`config.mk`:
```
export PLATFORM = sky130hd
export DESIGN_NAME = vdp_cpu_port
export DESIGN_NICKNAME = d
export VERILOG_FILES = /design/src/rtl/vdp_cpu_port.sv
export SDC_FILE = /design/constraint.sdc
export NUM_CORES = 1
export LEC_CHECK = 0
export CAP_MARGIN = 15
export CORE_ASPECT_RATIO = 0.9
export CORE_MARGIN = 2
export CORE_UTILIZATION = 51
export CTS_CLUSTER_SIZE = 40
export DETAILED_ROUTE_END_ITERATION = 8
export PLACE_DENSITY = 0.8
export SYNTH_ARGS = -nofsm -noshare
export SYNTH_HDL_FRONTEND = slang
export SYNTH_SLANG_ARGS = --single-unit
```
`constraint.sdc`:
```
create_clock -name clk -period 2.06 [get_ports clk]
set_input_delay 0.412 -clock clk [delete_from_list [all_inputs] [get_ports clk]]
set_output_delay 0.412 -clock clk [all_outputs]
set_load 0.01 [all_outputs]
```
`src/rtl/vdp_cpu_port.sv`:
```
// vdp_cpu_port: Z80 data/control port of the VDP (address register, two-byte control latch, read-ahead buffer).
// Latency: with the grant held, a VRAM write lands 2 cycles after its strobe and a read-ahead completes 3 cycles after.
// Backpressure: cpu_busy is high while a VRAM access is pending or in flight; strobes seen while busy are dropped.
module vdp_cpu_port #(
    parameter int ADDR_W  = 14,
    parameter int CRAM_AW = 5
) (
    input  logic               clk,
    input  logic               rst_n,
    input  logic               wr_data,
    input  logic               wr_ctrl,
    input  logic               rd_data,
    input  logic               rd_ctrl,
    input  logic [7:0]         cpu_din,
    output logic [7:0]         cpu_dout,
    output logic               cpu_busy,
    input  logic [7:0]         status_in,
    output logic               status_rd,
    output logic               vram_req,
    input  logic               vram_grant,
    output logic [ADDR_W-1:0]  vram_addr,
    output logic [7:0]         vram_dout,
    output logic               vram_we,
    input  logic [7:0]         vram_din,
    output logic               cram_we,
    output logic [CRAM_AW-1:0] cram_addr,
    output logic [5:0]         cram_data,
    output logic               reg_we,
    output logic [3:0]         reg_num,
    output logic [7:0]         reg_data
);

    localparam int HI_W = ADDR_W - 8;
    localparam logic [ADDR_W-1:0] ADDR_INC = {{(ADDR_W-1){1'b0}}, 1'b1};

    typedef enum logic [1:0] {
        ST_IDLE   = 2'd0,
        ST_PEND   = 2'd1,
        ST_RDWAIT = 2'd2
    } state_t;

    state_t              state_q;
    logic [ADDR_W-1:0]   addr_q, addr_d;
    logic [1:0]          code_q, code_d;
    logic                flag_q, flag_d;
    logic [7:0]          buf_q;
    logic                op_we_q;
    logic [ADDR_W-1:0]   vram_addr_q;
    logic [7:0]          vram_dout_q;
    logic [7:0]          cpu_dout_q;
    logic                status_rd_q;
    logic                cram_we_q;
    logic [CRAM_AW-1:0]  cram_addr_q;
    logic [5:0]          cram_data_q;
    logic                reg_we_q;
    logic [3:0]          reg_num_q;
    logic [7:0]          reg_data_q;

    logic                busy;
    logic                sched_vld;
    logic                sched_we;
    logic [ADDR_W-1:0]   sched_addr;
    logic [ADDR_W-1:0]   ctl_addr;

    assign busy      = (state_q != ST_IDLE);
    assign cpu_busy  = busy;
    assign vram_req  = (state_q == ST_PEND);
    // The write strobe is gated by the grant so it can never fire in a slot the arbiter gave elsewhere.
    assign vram_we   = (state_q == ST_PEND) && op_we_q && vram_grant;
    assign vram_addr = vram_addr_q;
    assign vram_dout = vram_dout_q;
    assign cpu_dout  = cpu_dout_q;
    assign status_rd = status_rd_q;
    assign cram_we   = cram_we_q;
    assign cram_addr = cram_addr_q;
    assign cram_data = cram_data_q;
    assign reg_we    = reg_we_q;
    assign reg_num   = reg_num_q;
    assign reg_data  = reg_data_q;

    // Decode accepted strobes into next address/code/flag and the VRAM operation to schedule.
    always_comb begin
        addr_d     = addr_q;
        code_d     = code_q;
        flag_d     = flag_q;
        sched_vld  = 1'b0;
        sched_we   = 1'b0;
        sched_addr = addr_q;
        ctl_addr   = {cpu_din[HI_W-1:0], addr_q[7:0]};
        if (!busy) begin
            if (wr_ctrl) begin
                if (!flag_q) begin
                    addr_d = {addr_q[ADDR_W-1:8], cpu_din};
                    flag_d = 1'b1;
                end else begin
                    flag_d = 1'b0;
                    code_d = cpu_din[7:6];
                    addr_d = ctl_addr;
                    if (cpu_din[7:6] == 2'd0) begin
                        // Code 0 primes the read-ahead buffer from the freshly set address.
                        sched_vld  = 1'b1;
                        sched_addr = ctl_addr;
                        addr_d     = ctl_addr + ADDR_INC;
                    end
                end
            end else if (wr_data) begin
                flag_d = 1'b0;
                addr_d = addr_q + ADDR_INC;
                if (code_q != 2'd3) begin
                    sched_vld = 1'b1;
                    sched_we  = 1'b1;
                end
            end else if (rd_data) begin
                flag_d    = 1'b0;
                addr_d    = addr_q + ADDR_INC;
                sched_vld = 1'b1;
            end else if (rd_ctrl) begin
                flag_d = 1'b0;
            end
        end
    end

    // Port registers, side-effect pulses and the VRAM access FSM.
    always_ff @(posedge clk or negedge rst_n) begin
        if (!rst_n) begin
            state_q     <= ST_IDLE;
            addr_q      <= '0;
            code_q      <= '0;
            flag_q      <= 1'b0;
            buf_q       <= '0;
            op_we_q     <= 1'b0;
            vram_addr_q <= '0;
            vram_dout_q <= '0;
            cpu_dout_q  <= '0;
            status_rd_q <= 1'b0;
            cram_we_q   <= 1'b0;
            cram_addr_q <= '0;
            cram_data_q <= '0;
            reg_we_q    <= 1'b0;
            reg_num_q   <= '0;
            reg_data_q  <= '0;
        end else begin
            addr_q      <= addr_d;
            code_q      <= code_d;
            flag_q      <= flag_d;
            reg_we_q    <= 1'b0;
            cram_we_q   <= 1'b0;
            status_rd_q <= 1'b0;

            if (!busy) begin
                if (wr_ctrl && flag_q && (cpu_din[7:6] == 2'd2)) begin
                    reg_we_q   <= 1'b1;
                    reg_num_q  <= cpu_din[3:0];
                    reg_data_q <= addr_q[7:0];
                end
                if (wr_data) begin
                    buf_q <= cpu_din;
                    if (code_q == 2'd3) begin
                        cram_we_q   <= 1'b1;
                        cram_addr_q <= addr_q[CRAM_AW-1:0];
                        cram_data_q <= cpu_din[5:0];
                    end
                end
                if (rd_data) begin
                    cpu_dout_q <= buf_q;
                end
                if (rd_ctrl) begin
                    cpu_dout_q  <= status_in;
                    status_rd_q <= 1'b1;
                end
            end

            case (state_q)
                ST_IDLE: begin
                    if (sched_vld) begin
                        state_q     <= ST_PEND;
                        op_we_q     <= sched_we;
                        vram_addr_q <= sched_addr;
                        if (sched_we) begin
                            vram_dout_q <= cpu_din;
                        end
                    end
                end
                ST_PEND: begin
                    if (vram_grant) begin
                        state_q <= op_we_q ? ST_IDLE : ST_RDWAIT;
                    end
                end
                ST_RDWAIT: begin
                    // Read data is valid the cycle after the granted slot.
                    buf_q   <= vram_din;
                    state_q <= ST_IDLE;
                end
                default: begin
                    state_q <= ST_IDLE;
                end
            endcase
        end
    end

endmodule

```
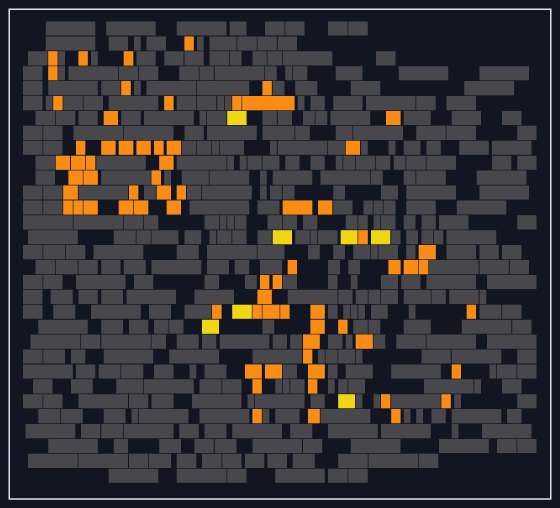
(selected gate families)
Yellow is non-inverting ao/oa cells, cells 7, most used a22o_1, where centre. Orange is aoi and oai cells, cells 70, most used o21ai_0.
non-filler instance count after layout: 585
fraction of area in multi-input gates: 0.329
commonest non-fill, non-tap cell in the layout: sky130_fd_sc_hd__clkdlybuf4s50_1

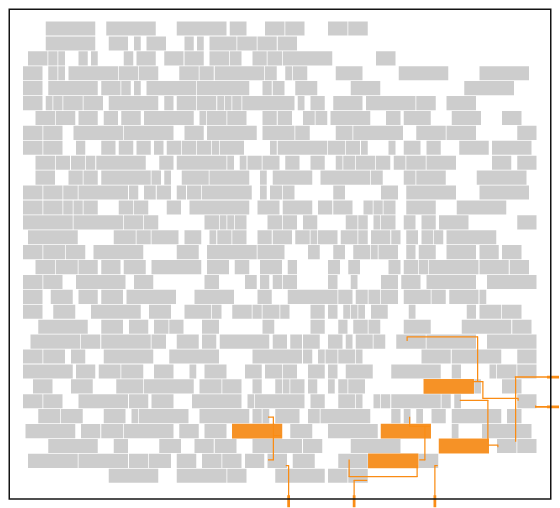
(I/O nets highlighted)
Orange is `cram_addr`, direction output, edge 3 south, 2 east, end cells 5, buffers 5, wire 126 um.
number of ports placed on the die boundary: 90
tally of buffers added on design ports: 89

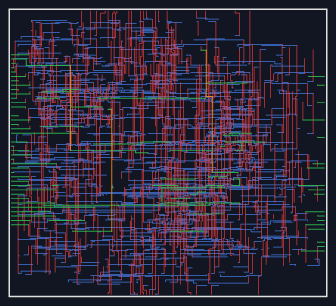
(routed metal, one colour a layer)
Green is metal 3, wire length 711 um. Blue is metal 1, wire length 4,690 um. Red is metal 2, wire length 5,080 um. Orange is metal 4, wire length 105 um.
total routing resource utilization after global routing: 0.252
average routed wire per standard cell: 18.1 um
final WL: 10.6 mm
total number of vias: 3,362

==> run notes <==
Flow results follow.

The chip area in the Yosys report is 0.00410 sq mm. The report lists the number of standard-cell rows as 31. The layout sequential cell count is ~84. Per the layout report, the design carries 9 non-clock inverters. Per Yosys stat, the portion of area used by sequential elements is 0.513.

The maximum VDD drop is 0.769 mV. The via count normalized by instance count is roughly 5.7. The cell group occupying the most layout area is flip-flops and latches.

The layout summary lists the proportion of cells stronger than drive strength 1 as 0.249. In the power breakdown, the internal column shows approximately 5.2 mW. The script extracted a total leakage power of 2.49 nW. The initial antenna violation count is 0.

The category of cells accounting for the largest share of critical-path delay is buffers and inverters. In this run the number of cells on the critical path is 3. The total area inside the core boundary comes to between 0.007 and 0.008 sq mm. The worst register-to-register path depth is 5. On met2, the global router reports a usage of 0.427.

The global routing report lists met1 layer usage as 0.329. The mean post-synth cell area is about 11 sq um. The final timing report derives a shortest allowable period of ~2 ns.

Listed in order, past its start point the critical path passes nor2_4 > inv_4 > clkdlybuf4s50_1. Of the total power, registers draw 0.378. The launch point of the worst register-to-register path is recorded as state_q[0]$_DFFE_PN0P_.

The fraction of the mapped netlist area in compound gates is 0.130. The worst reg2reg path endpoint is vram_addr[12]$_DFFE_PN0P_. The max-capacitance violation count is 0. The flow ran to the end, and the final reports show no timing, DRC or antenna violations. The total cells reported by yosys after synthesis is ~360. The total sequential power is 3.03 mW. Per the timing report, the biggest fanout along the worst path comes to 11. The worst reg-to-reg setup slack is ~0.080 ns. The total count of hold-check failures in the final report is 0. Yosys reports the multiplexer fraction of the synthesized area as 0.174. The logic area is 0.00186 sq mm. The main combinational cell family by area after synthesis is multiplexers. For this run, the script counts the antenna cells in the layout as 0. The placement-stage cell area is 0.00541 sq mm. The quantity of gates resized following cts is 4. Synthesis produced a netlist with a net count of approximately 400.

At the end of the flow, the number of nets in the layout was 513. The critical-path cell with the highest stage delay is sky130_fd_sc_hd__clkdlybuf4s50_1. In this run the tightest slew margin relative to its limit is 0.650. The final timing report lists a max-slew violation count of 0.

The worst-case hold slack is ~0.012 ns. At the floorplan stage, the core utilization is reported as 0.518. The first TritonRoute pass finished after 4 iterations. STA reports the tightest min-delay check as being of type in -> async.

After layout, the worst setup slack is roughly 0.066 ns. The detailed-routed wire length on met2 is between 5 and 6 mm. The routability-driven placement congestion ratio is ~0.86. Per the CTS log, the buffer count on the longest clock path is 2. The met3 demand-to-capacity share in global routing is 0.0649. The initial detailed-routing violation count is ~160. The script reports the combined buffer and inverter count of the critical path as 2.

The flow reports an fmax of 502 MHz. Clock buffers in the final layout number 12. The area fraction of the largest cell type after synthesis is 0.513. The layer flagged by global routing as most heavily used is met2. The overall power of the completed layout is approximately 8 mW. The largest net degree at the start of global routing is around 40. Per the final report, the share of cell area in clock cells is 0.0357. The number of distinct library cell variants in the gate-level netlist after synthesis is 58. The number of global-route vias before repair is about 3,300. The synthesized netlist occupies a cell area of 0.00410 sq mm. The horizontal die dimension is 98.5 um. The combinational share of power is 0.470. STA classifies the critical path startpoint as a register. In this run, synthesis inferred 0 flip-flops with an integrated enable.

At the pin with the least slew margin, the transition time is about 0.52 ns. 239 cells are multi-input combinational gates. The synthesis stats list as the most numerous cell sky130_fd_sc_hd__dfrtp_1. The routed wire length on met3 is just over 700 um. The OpenROAD report gives the critical path a data arrival time of roughly 1.6 ns. In the layout the commonest cells are 87 x sky130_fd_sc_hd__clkdlybuf4s50_1, 83 x sky130_fd_sc_hd__dfrtp_1, 45 x sky130_fd_sc_hd__buf_4. The post-CTS clock slew at the launch and capture registers of the worst setup and hold paths is roughly 0.08 ns. Per the synthesis report, the dominant area consumer among library cells is sky130_fd_sc_hd__dfrtp_1. The cell-mix breakdown from Yosys lists the XOR/XNOR area share as 0.00854. The OpenROAD warning count is 26. The wire-length estimate of the detail-placed layout is around 7.7 mm.

The power per cell area is roughly 1400 mW/mm^2. Of the available clock period, the critical path in the final layout requires 0.968. Tracing the worst setup path back leads to its startpoint at state_q[1]$_DFFE_PN0P_. The total routed wire length on the met1 layer is between 4 and 5 mm. The layout has roughly 580 filler cells. Combinational cells consume a total of 3.78 mW. The tree is rooted in a sky130_fd_sc_hd__clkbuf_8.

Setup repair after global routing left no endpoint under its margin. The detail route stage leaves a number of antenna-violating nets equal to 0. After synthesis, the most frequently instantiated cells are 84 x sky130_fd_sc_hd__dfrtp_1, 31 x sky130_fd_sc_hd__o21ai_0, 30 x sky130_fd_sc_hd__nand2_1. The sequential portion of the cell area is 0.373.

The dominant register cell in the synthesized netlist is sky130_fd_sc_hd__dfrtp_1. The warning count from the yosys run is 0. The dominant power group in this design is combinational cells. The post-synth register bit count is between 80 and 90. For this run, design rule violations remaining after detail routing come to 0. The sequential cells in the finished layout cover a total of ~0.0021 sq mm. Buffers inserted to repair hold after CTS numbered 0.

The data required time at the worst endpoint is 1.65 ns. The post-place setup slack is -0.238 ns. Endpoints with negative setup slack in the final report add up to 0. Synthesis handed over a netlist of between 300 and 400 instances.

After synthesis, the share of flip-flops with an asynchronous set or reset is 1.00. The final cell area excluding filler cells is ~0.0056 sq mm. The die outline area is between 0.008 and 0.009 sq mm. The floorplan report lists the tap cell count as 99.

In this run the number of H-tree levels came out at 3. Of the total power, the share spent switching nets is 0.348. Summed over all nets, the switching power comes to approximately 2.8 mW.

The endpoint type of the worst setup path is a primary output. The capture point of the critical path is cpu_busy. The detailed router used layers up to and including met4. The final global-route overflow total is 0. The synthesis report lists the most area-consuming cells as sky130_fd_sc_hd__dfrtp_1 51%, sky130_fd_sc_hd__mux2_2 8.0%, sky130_fd_sc_hd__mux2_4 6.2%. The worst setup path category is reg -> out.

The number of post-CTS setup repair buffers is 2. The maximum single-stage delay on the critical path is approximately 0.49 ns. The layout report lists the non-clock buffer share of cell area as 0.234. Between the synthesized netlist and the finished layout, the area growth was recorded as 37.5%.

The global-route wire length before repair is about 17 mm. The final core utilization is 0.713.
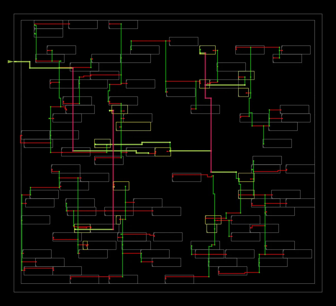
(the clock network)
worst clock skew: 0.0111 ns
clock buffer count from CTS: 9
Power Clock: 1.22 mW
Num Clock Sinks: 84
Late-Pin Clk Latency: 0.36 ns

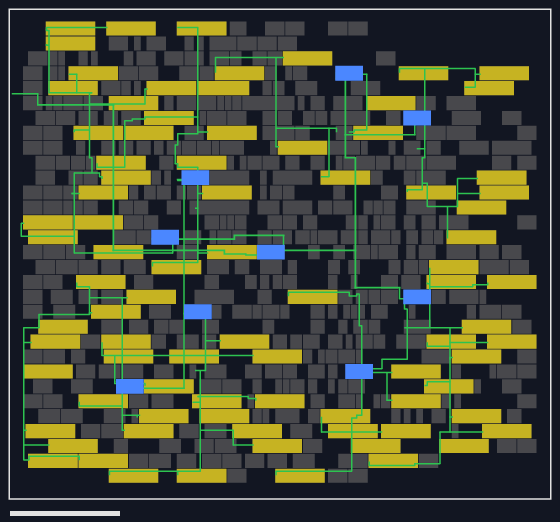
(clock distribution)
The bar under the picture is 20 um long.
Green is clock wires, length 1,050 um. Yellow is flip-flops, count 84. Blue is clock drivers, count 9.
Position of the flops: all over the die. There are 10 routed clock nets.
part of the total power dissipated in the clock network: 0.152

[flip-flops by register name, indices dropped and copies added (netlist names), 2 cells and up]
| signal | flops |
|---|---|
| reg_num | 4 |
| state_q | 2 |
| vram_addr | 14 |
| cpu_dout | 8 |
| buf_q | 8 |
| cram_data | 6 |
| code_q | 2 |
| reg_data | 8 |
| cram_addr | 5 |
| addr_q | 14 |
| vram_dout | 8 |
[through the flow]
| stage | setup TNS, ns | cells |
|---|---|---|
| after floorplan | 0 | 357 |
| after global placement | -4.79 | 567 |
| after detailed placement | -5.85 | 567 |
| after CTS | 0 | 585 |
| after global routing | 0 | 585 |
| final | 0 | 585 |
Power figures rest on the tool's default switching activity, not on a simulated workload.
